[src/rtl/vga_bounce_if.sv]
// Pixel-stream bundle between the VGA timing stage and the bounce renderer.
// Latency: n/a (wires only).
// Backpressure: none; the pixel stream is free-running and never stalls.
// Ports:
//   timing -> renderer: px_x, px_y, px_active, frame_tick, hs_in, vs_in, pause
//   renderer -> pins  : rgb, hs_out, vs_out, bounce, color_idx
interface vga_bounce_if;
    logic [9:0]  px_x;
    logic [9:0]  px_y;
    logic        px_active;
    logic        frame_tick;
    logic        hs_in;
    logic        vs_in;
    logic        pause;
    logic [11:0] rgb;
    logic        hs_out;
    logic        vs_out;
    logic        bounce;
    logic [2:0]  color_idx;

    modport master (
        output px_x, px_y, px_active, frame_tick, hs_in, vs_in, pause,
        input  rgb, hs_out, vs_out, bounce, color_idx
    );

    modport slave (
        input  px_x, px_y, px_active, frame_tick, hs_in, vs_in, pause,
        output rgb, hs_out, vs_out, bounce, color_idx
    );
endinterface

[src/rtl/vga_bounce_renderer.sv]
// Draws a bouncing solid box over a background colour on a VGA pixel stream.
// Latency: 2 cycles from px_*/hs_in/vs_in to rgb/hs_out/vs_out.
// Backpressure: none; one pixel in and one pixel out every clock.
// Ports: clk, rst (sync, active-high); bus (slave side of vga_bounce_if):
//   pixel coordinates/active/syncs in, 12-bit rgb plus re-timed syncs out,
//   bounce pulse and current palette index as status.
module vga_bounce_renderer #(
    parameter int          H_VISIBLE = 640,
    parameter int          V_VISIBLE = 480,
    parameter int          BOX_W     = 32,
    parameter int          BOX_H     = 32,
    parameter int          SPEED     = 2,
    parameter logic [11:0] BG_COLOR  = 12'h003
) (
    input  logic        clk,
    input  logic        rst,
    vga_bounce_if.slave bus
);
    localparam logic [10:0] X_MAX   = 11'(H_VISIBLE - BOX_W);
    localparam logic [10:0] Y_MAX   = 11'(V_VISIBLE - BOX_H);
    localparam logic [10:0] SPD     = 11'(SPEED);
    localparam logic [10:0] BOX_W11 = 11'(BOX_W);
    localparam logic [10:0] BOX_H11 = 11'(BOX_H);

    function automatic logic [11:0] palette(input logic [2:0] idx);
        case (idx)
            3'd0:    palette = 12'hF00;
            3'd1:    palette = 12'h0F0;
            3'd2:    palette = 12'h00F;
            3'd3:    palette = 12'hFF0;
            3'd4:    palette = 12'h0FF;
            3'd5:    palette = 12'hF0F;
            3'd6:    palette = 12'hFFF;
            default: palette = 12'hF80;
        endcase
    endfunction

    // Box state; dir bit 1 means moving +x (right) / +y (down).
    logic [10:0] box_x_q, box_x_d, box_y_q, box_y_d;
    logic        dir_x_q, dir_x_d, dir_y_q, dir_y_d;
    logic [2:0]  color_q, color_d;
    logic        bounce_q, bounce_d;
    logic        hit_x, hit_y;

    // Pixel pipeline.
    logic        active_q, inside_q, hs1_q, vs1_q;
    logic        inside_d;
    logic [11:0] rgb_q, rgb_d;
    logic        hs2_q, vs2_q;

    // Motion: both axes evaluated independently; a corner hit is one bounce.
    always_comb begin
        box_x_d  = box_x_q;
        box_y_d  = box_y_q;
        dir_x_d  = dir_x_q;
        dir_y_d  = dir_y_q;
        color_d  = color_q;
        bounce_d = 1'b0;
        hit_x    = 1'b0;
        hit_y    = 1'b0;
        if (bus.frame_tick && !bus.pause) begin
            if (dir_x_q) begin
                if (box_x_q + SPD >= X_MAX) begin
                    box_x_d = X_MAX;
                    dir_x_d = 1'b0;
                    hit_x   = 1'b1;
                end else begin
                    box_x_d = box_x_q + SPD;
                end
            end else begin
                if (box_x_q <= SPD) begin
                    box_x_d = '0;
                    dir_x_d = 1'b1;
                    hit_x   = 1'b1;
                end else begin
                    box_x_d = box_x_q - SPD;
                end
            end
            if (dir_y_q) begin
                if (box_y_q + SPD >= Y_MAX) begin
                    box_y_d = Y_MAX;
                    dir_y_d = 1'b0;
                    hit_y   = 1'b1;
                end else begin
                    box_y_d = box_y_q + SPD;
                end
            end else begin
                if (box_y_q <= SPD) begin
                    box_y_d = '0;
                    dir_y_d = 1'b1;
                    hit_y   = 1'b1;
                end else begin
                    box_y_d = box_y_q - SPD;
                end
            end
            if (hit_x || hit_y) begin
                color_d  = color_q + 3'd1;
                bounce_d = 1'b1;
            end
        end
    end

    // Compare at 11 bits so box_x+BOX_W cannot wrap at the right edge.
    always_comb begin
        inside_d = bus.px_active
                && ({1'b0, bus.px_x} >= box_x_q) && ({1'b0, bus.px_x} < box_x_q + BOX_W11)
                && ({1'b0, bus.px_y} >= box_y_q) && ({1'b0, bus.px_y} < box_y_q + BOX_H11);
    end

    always_comb begin
        rgb_d = 12'h000;
        if (active_q) begin
            rgb_d = inside_q ? palette(color_q) : BG_COLOR;
        end
    end

    always_ff @(posedge clk) begin
        if (rst) begin
            box_x_q  <= '0;
            box_y_q  <= '0;
            dir_x_q  <= 1'b1;
            dir_y_q  <= 1'b1;
            color_q  <= '0;
            bounce_q <= 1'b0;
            active_q <= 1'b0;
            inside_q <= 1'b0;
            hs1_q    <= 1'b1;
            vs1_q    <= 1'b1;
            rgb_q    <= 12'h000;
            hs2_q    <= 1'b1;
            vs2_q    <= 1'b1;
        end else begin
            box_x_q  <= box_x_d;
            box_y_q  <= box_y_d;
            dir_x_q  <= dir_x_d;
            dir_y_q  <= dir_y_d;
            color_q  <= color_d;
            bounce_q <= bounce_d;
            active_q <= bus.px_active;
            inside_q <= inside_d;
            hs1_q    <= bus.hs_in;
            vs1_q    <= bus.vs_in;
            rgb_q    <= rgb_d;
            hs2_q    <= hs1_q;
            vs2_q    <= vs1_q;
        end
    end

    assign bus.rgb       = rgb_q;
    assign bus.hs_out    = hs2_q;
    assign bus.vs_out    = vs2_q;
    assign bus.bounce    = bounce_q;
    assign bus.color_idx = color_q;
endmodule
[src/flat_wrapper.sv]
// flat-port wrapper written by rule: the top's interface ports become plain ports
module vga_bounce_renderer_flat 
#(
    parameter int          H_VISIBLE = 640,
    parameter int          V_VISIBLE = 480,
    parameter int          BOX_W     = 32,
    parameter int          BOX_H     = 32,
    parameter int          SPEED     = 2,
    parameter logic [11:0] BG_COLOR  = 12'h003
)
  (clk, rst, bus_px_x, bus_px_y, bus_px_active, bus_frame_tick, bus_hs_in, bus_vs_in, bus_pause, bus_rgb, bus_hs_out, bus_vs_out, bus_bounce, bus_color_idx);
  vga_bounce_if bus_i ();
  input  logic clk;
  input  logic rst;
  input wire logic [$bits(bus_i.px_x)-1:0] bus_px_x;
  input wire logic [$bits(bus_i.px_y)-1:0] bus_px_y;
  input wire logic [$bits(bus_i.px_active)-1:0] bus_px_active;
  input wire logic [$bits(bus_i.frame_tick)-1:0] bus_frame_tick;
  input wire logic [$bits(bus_i.hs_in)-1:0] bus_hs_in;
  input wire logic [$bits(bus_i.vs_in)-1:0] bus_vs_in;
  input wire logic [$bits(bus_i.pause)-1:0] bus_pause;
  output wire logic [$bits(bus_i.rgb)-1:0] bus_rgb;
  output wire logic [$bits(bus_i.hs_out)-1:0] bus_hs_out;
  output wire logic [$bits(bus_i.vs_out)-1:0] bus_vs_out;
  output wire logic [$bits(bus_i.bounce)-1:0] bus_bounce;
  output wire logic [$bits(bus_i.color_idx)-1:0] bus_color_idx;
  assign bus_i.px_x = bus_px_x;
  assign bus_i.px_y = bus_px_y;
  assign bus_i.px_active = bus_px_active;
  assign bus_i.frame_tick = bus_frame_tick;
  assign bus_i.hs_in = bus_hs_in;
  assign bus_i.vs_in = bus_vs_in;
  assign bus_i.pause = bus_pause;
  assign bus_rgb = bus_i.rgb;
  assign bus_hs_out = bus_i.hs_out;
  assign bus_vs_out = bus_i.vs_out;
  assign bus_bounce = bus_i.bounce;
  assign bus_color_idx = bus_i.color_idx;
  vga_bounce_renderer #(.H_VISIBLE(H_VISIBLE), .V_VISIBLE(V_VISIBLE), .BOX_W(BOX_W), .BOX_H(BOX_H), .SPEED(SPEED), .BG_COLOR(BG_COLOR)) u_core (.clk(clk), .rst(rst), .bus(bus_i));
endmodule
[config.mk]
export PLATFORM = sky130hd
export DESIGN_NAME = vga_bounce_renderer_flat
export DESIGN_NICKNAME = d
export VERILOG_FILES = /design/src/rtl/vga_bounce_if.sv /design/src/rtl/vga_bounce_renderer.sv /design/src/flat_wrapper.sv
export SDC_FILE = /design/constraint.sdc
export NUM_CORES = 1
export LEC_CHECK = 0
export CORE_ASPECT_RATIO = 0.7
export CORE_MARGIN = 2
export CORE_UTILIZATION = 50
export CTS_CLUSTER_DIAMETER = 60
export DETAILED_ROUTE_END_ITERATION = 12
export PLACE_DENSITY = 0.77
export SKIP_LAST_GASP = 1
export SYNTH_ARGS = -nofsm -noshare
export SYNTH_HDL_FRONTEND = slang
export SYNTH_SLANG_ARGS = --single-unit
[constraint.sdc]
create_clock -name clk -period 2.25 [get_ports clk]
set_input_delay 0.45 -clock clk [delete_from_list [all_inputs] [get_ports clk]]
set_output_delay 0.45 -clock clk [all_outputs]
set_load 0.05 [all_outputs]
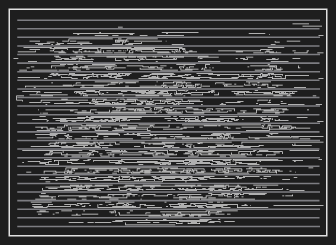
(signal wires on met1)
Supply wires on this layer in grey.
wire length on this layer: 4240 um
longest straight run: 32.2 um
share of all routed wire: 47%
main direction: horizontal
nets with wire on the layer: 497
GR Layer Usage met1: 37.4%
aggregate routed wire length: 9.12 mm

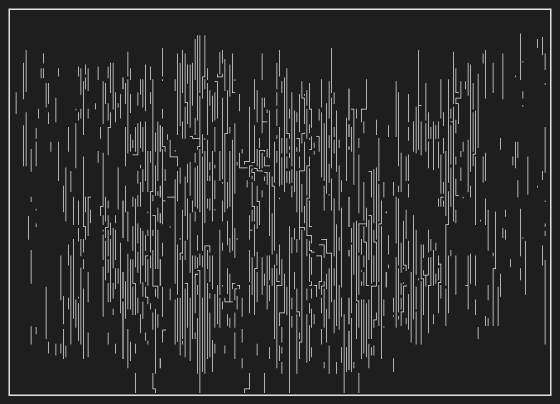
(the metal 2 layer)
wire length on this layer: 3930 um
share of all routed wire: 43%
nets with wire on the layer: 470
main direction: vertical
routed via count: 3312
met2 Track Usage GR: 39.4%

==> results.toml <==
# physical design summary
[synthesis]
yosysCellCount = 412
synthesized_nets = 484
post_synthesis_cell_count = 412
post_synth_tally_of_flip_flops_with_integrated_enable = 0

[drt]
number_of_remaining_drc_errors = 0
routed-wl-met2_mm = 3.93
drt-met1-wl_mm = 4.24
route.detailed.vias_per_inst = 5.89
wl_met3_um = 850
drc_marker_count_from_the_first_detailed_route_iteration = 339
drt_pre_antenna_iters = 6

[setup_path]
worst_ep_arrival_time_ns = 2.35
cpMaxStageDelayCell = "dfxtp_4"
timing.critical_path.to_type = "flip-flop"
regToRegEndpoint = "u_core.bus.color_idx[2]"
critical_path.reg2reg.startpoint = "u_core.box_y_q[5]"
regToRegSetupSlack_ns = 0.09

[final_timing]
rsz0062_at_grt = "yes"
setup_slack_ns = 0.0852
timing.final.crit_period_ns = 2.16
setup_viol_count_final = 0
fmax_mhz = 462
finalClockSkew_ns = 0.00508
worstMarginPinSlew_ns = 0.596

[global_route]
pin_count_of_the_biggest_net_entering_global_routing = 29
grt.overflow.total = 0
global_route_wire_length_before_repair_mm = 14.5
initial_antenna_violation_count = 0
first_global_vias = 3076

[placement]
dp_hpwl_mm = 6.83
port_buffers = 42

[layout]
diodes = 0
layout.core_utilization_pct = 66.8
layout.cells.most_common = "buf_4"

[run_status]
run_status = "completed"

[job]
stage_log_warnings = 42

[cts]
cts_root_buffer = "clkbuf_8"
cts_tree = "yes"
cts_hold_buffers = 0
numClockSinks = 37
cts.htree.levels = 2

[power]
p_per_area_mw_per_mm2 = 396

[min_path]
worst_min_delay_path_category = "reg -> reg"
worst_hold_path.num_cells = 1
-- cell usage after synthesis, types with 9 or more instances --
library cell | count | area (sq um)
a21oi_1 | 27 | 135
a31oi_1 | 9 | 56.3
clkbuf_1 | 10 | 37.5
dfxtp_1 | 37 | 741
ha_1 | 45 | 563
inv_1 | 28 | 105
nand2_1 | 30 | 113
nand3_1 | 20 | 100
nor2_1 | 34 | 128
nor3_1 | 13 | 65.1
o21ai_0 | 24 | 120
xnor2_1 | 17 | 149
-- layer usage --
metal | vias to the layer above | global-route usage (%)
met1 | 1532 | 37.4
met4 | 0 | 4.87
met5 | - | 0
met2 | 148 | 39.4
met3 | 17 | 5.27
li1 | 1615 | -
-- stage by stage --
step | instances | power [W]
2_1_floorplan | 412 | 0.000964
3_3_place_gp | 551 | 0.00112
3_5_place_dp | 551 | 0.00114
4_1_cts | 559 | 0.00164
5_1_grt | 562 | 0.00174
6_report | 562 | 0.00165
-- sequential cells by signal, indices dropped and copies added (netlist names), 3 cells and up --
register	flops
u_core.bus.color_idx	3
u_core.box_y_q	10
u_core.box_x_q	10
u_core.bus.rgb	5
-- critical path, delay by kind of cell, from the launching register on --
family / cells / cell delay (ns)
fa+ha+maj: 1 / 0.21
xor+xnor: 1 / 0.15
compound gates: 1 / 0.24
mux: 1 / 0.29
simple gates: 4 / 0.64
flops: 1 / 0.38
buf+inv: 1 / 0.15
-- logic make-up after synthesis --
| logic type | Yosys count | share of synthesized area (%) |
|---|---|---|
| AND/OR/NAND/NOR | 136 | 21.3 |
| multiplexers | 5 | 1.78 |
| buffers and inverters | 58 | 8.45 |
| flip-flops | 37 | 23.0 |
| XOR/XNOR | 22 | 6.20 |
| adder cells (fa/ha/maj) | 45 | 17.4 |
| AND-OR/OR-AND | 109 | 21.9 |
-- worst max path at each step --
| stage | from | endpoint | cells past startpoint |
|---|---|---|---|
| 2_1_floorplan | u_core.box_x_q[5] | u_core.bus.color_idx[2] | 9 |
| 5_1_grt | u_core.box_x_q[4] | u_core.box_x_q[2] | 9 |
| 4_1_cts | u_core.box_y_q[6] | u_core.bus.color_idx[0] | 9 |
| 3_3_place_gp | bus_px_y[8] | u_core.inside_q | 8 |
| 6_report | u_core.box_y_q[5] | u_core.bus.color_idx[2] | 9 |
| 3_5_place_dp | bus_px_y[8] | u_core.inside_q | 8 |
-- layout make-up --
type                    count  area (sq um)
well taps                  78          97.6
inverters                  30           113
fillers                   529          2080
clock buffers               6          82.6
flip-flops and latches     37           758
clock inverters             2          13.8
repair buffers             92           808
multi-input cells         317          2300
-- power by group --
part / switching, W / total [W] / internal (W)
Sequential: 0.0000219 / 0.000692 / 0.000670
Combinational: 0.000237 / 0.000457 / 0.000220
Clock: 0.000253 / 0.000502 / 0.000248
-- timing repair --
action | CTS | global route
buffers inserted | 0 | 3
endpoints found under the setup margin | 5 | 18
resized | 6 | 26
cloned | 0 | 0
pin swaps | 0 | 6
No activity file was given, so power comes from the tool's default toggle rates.
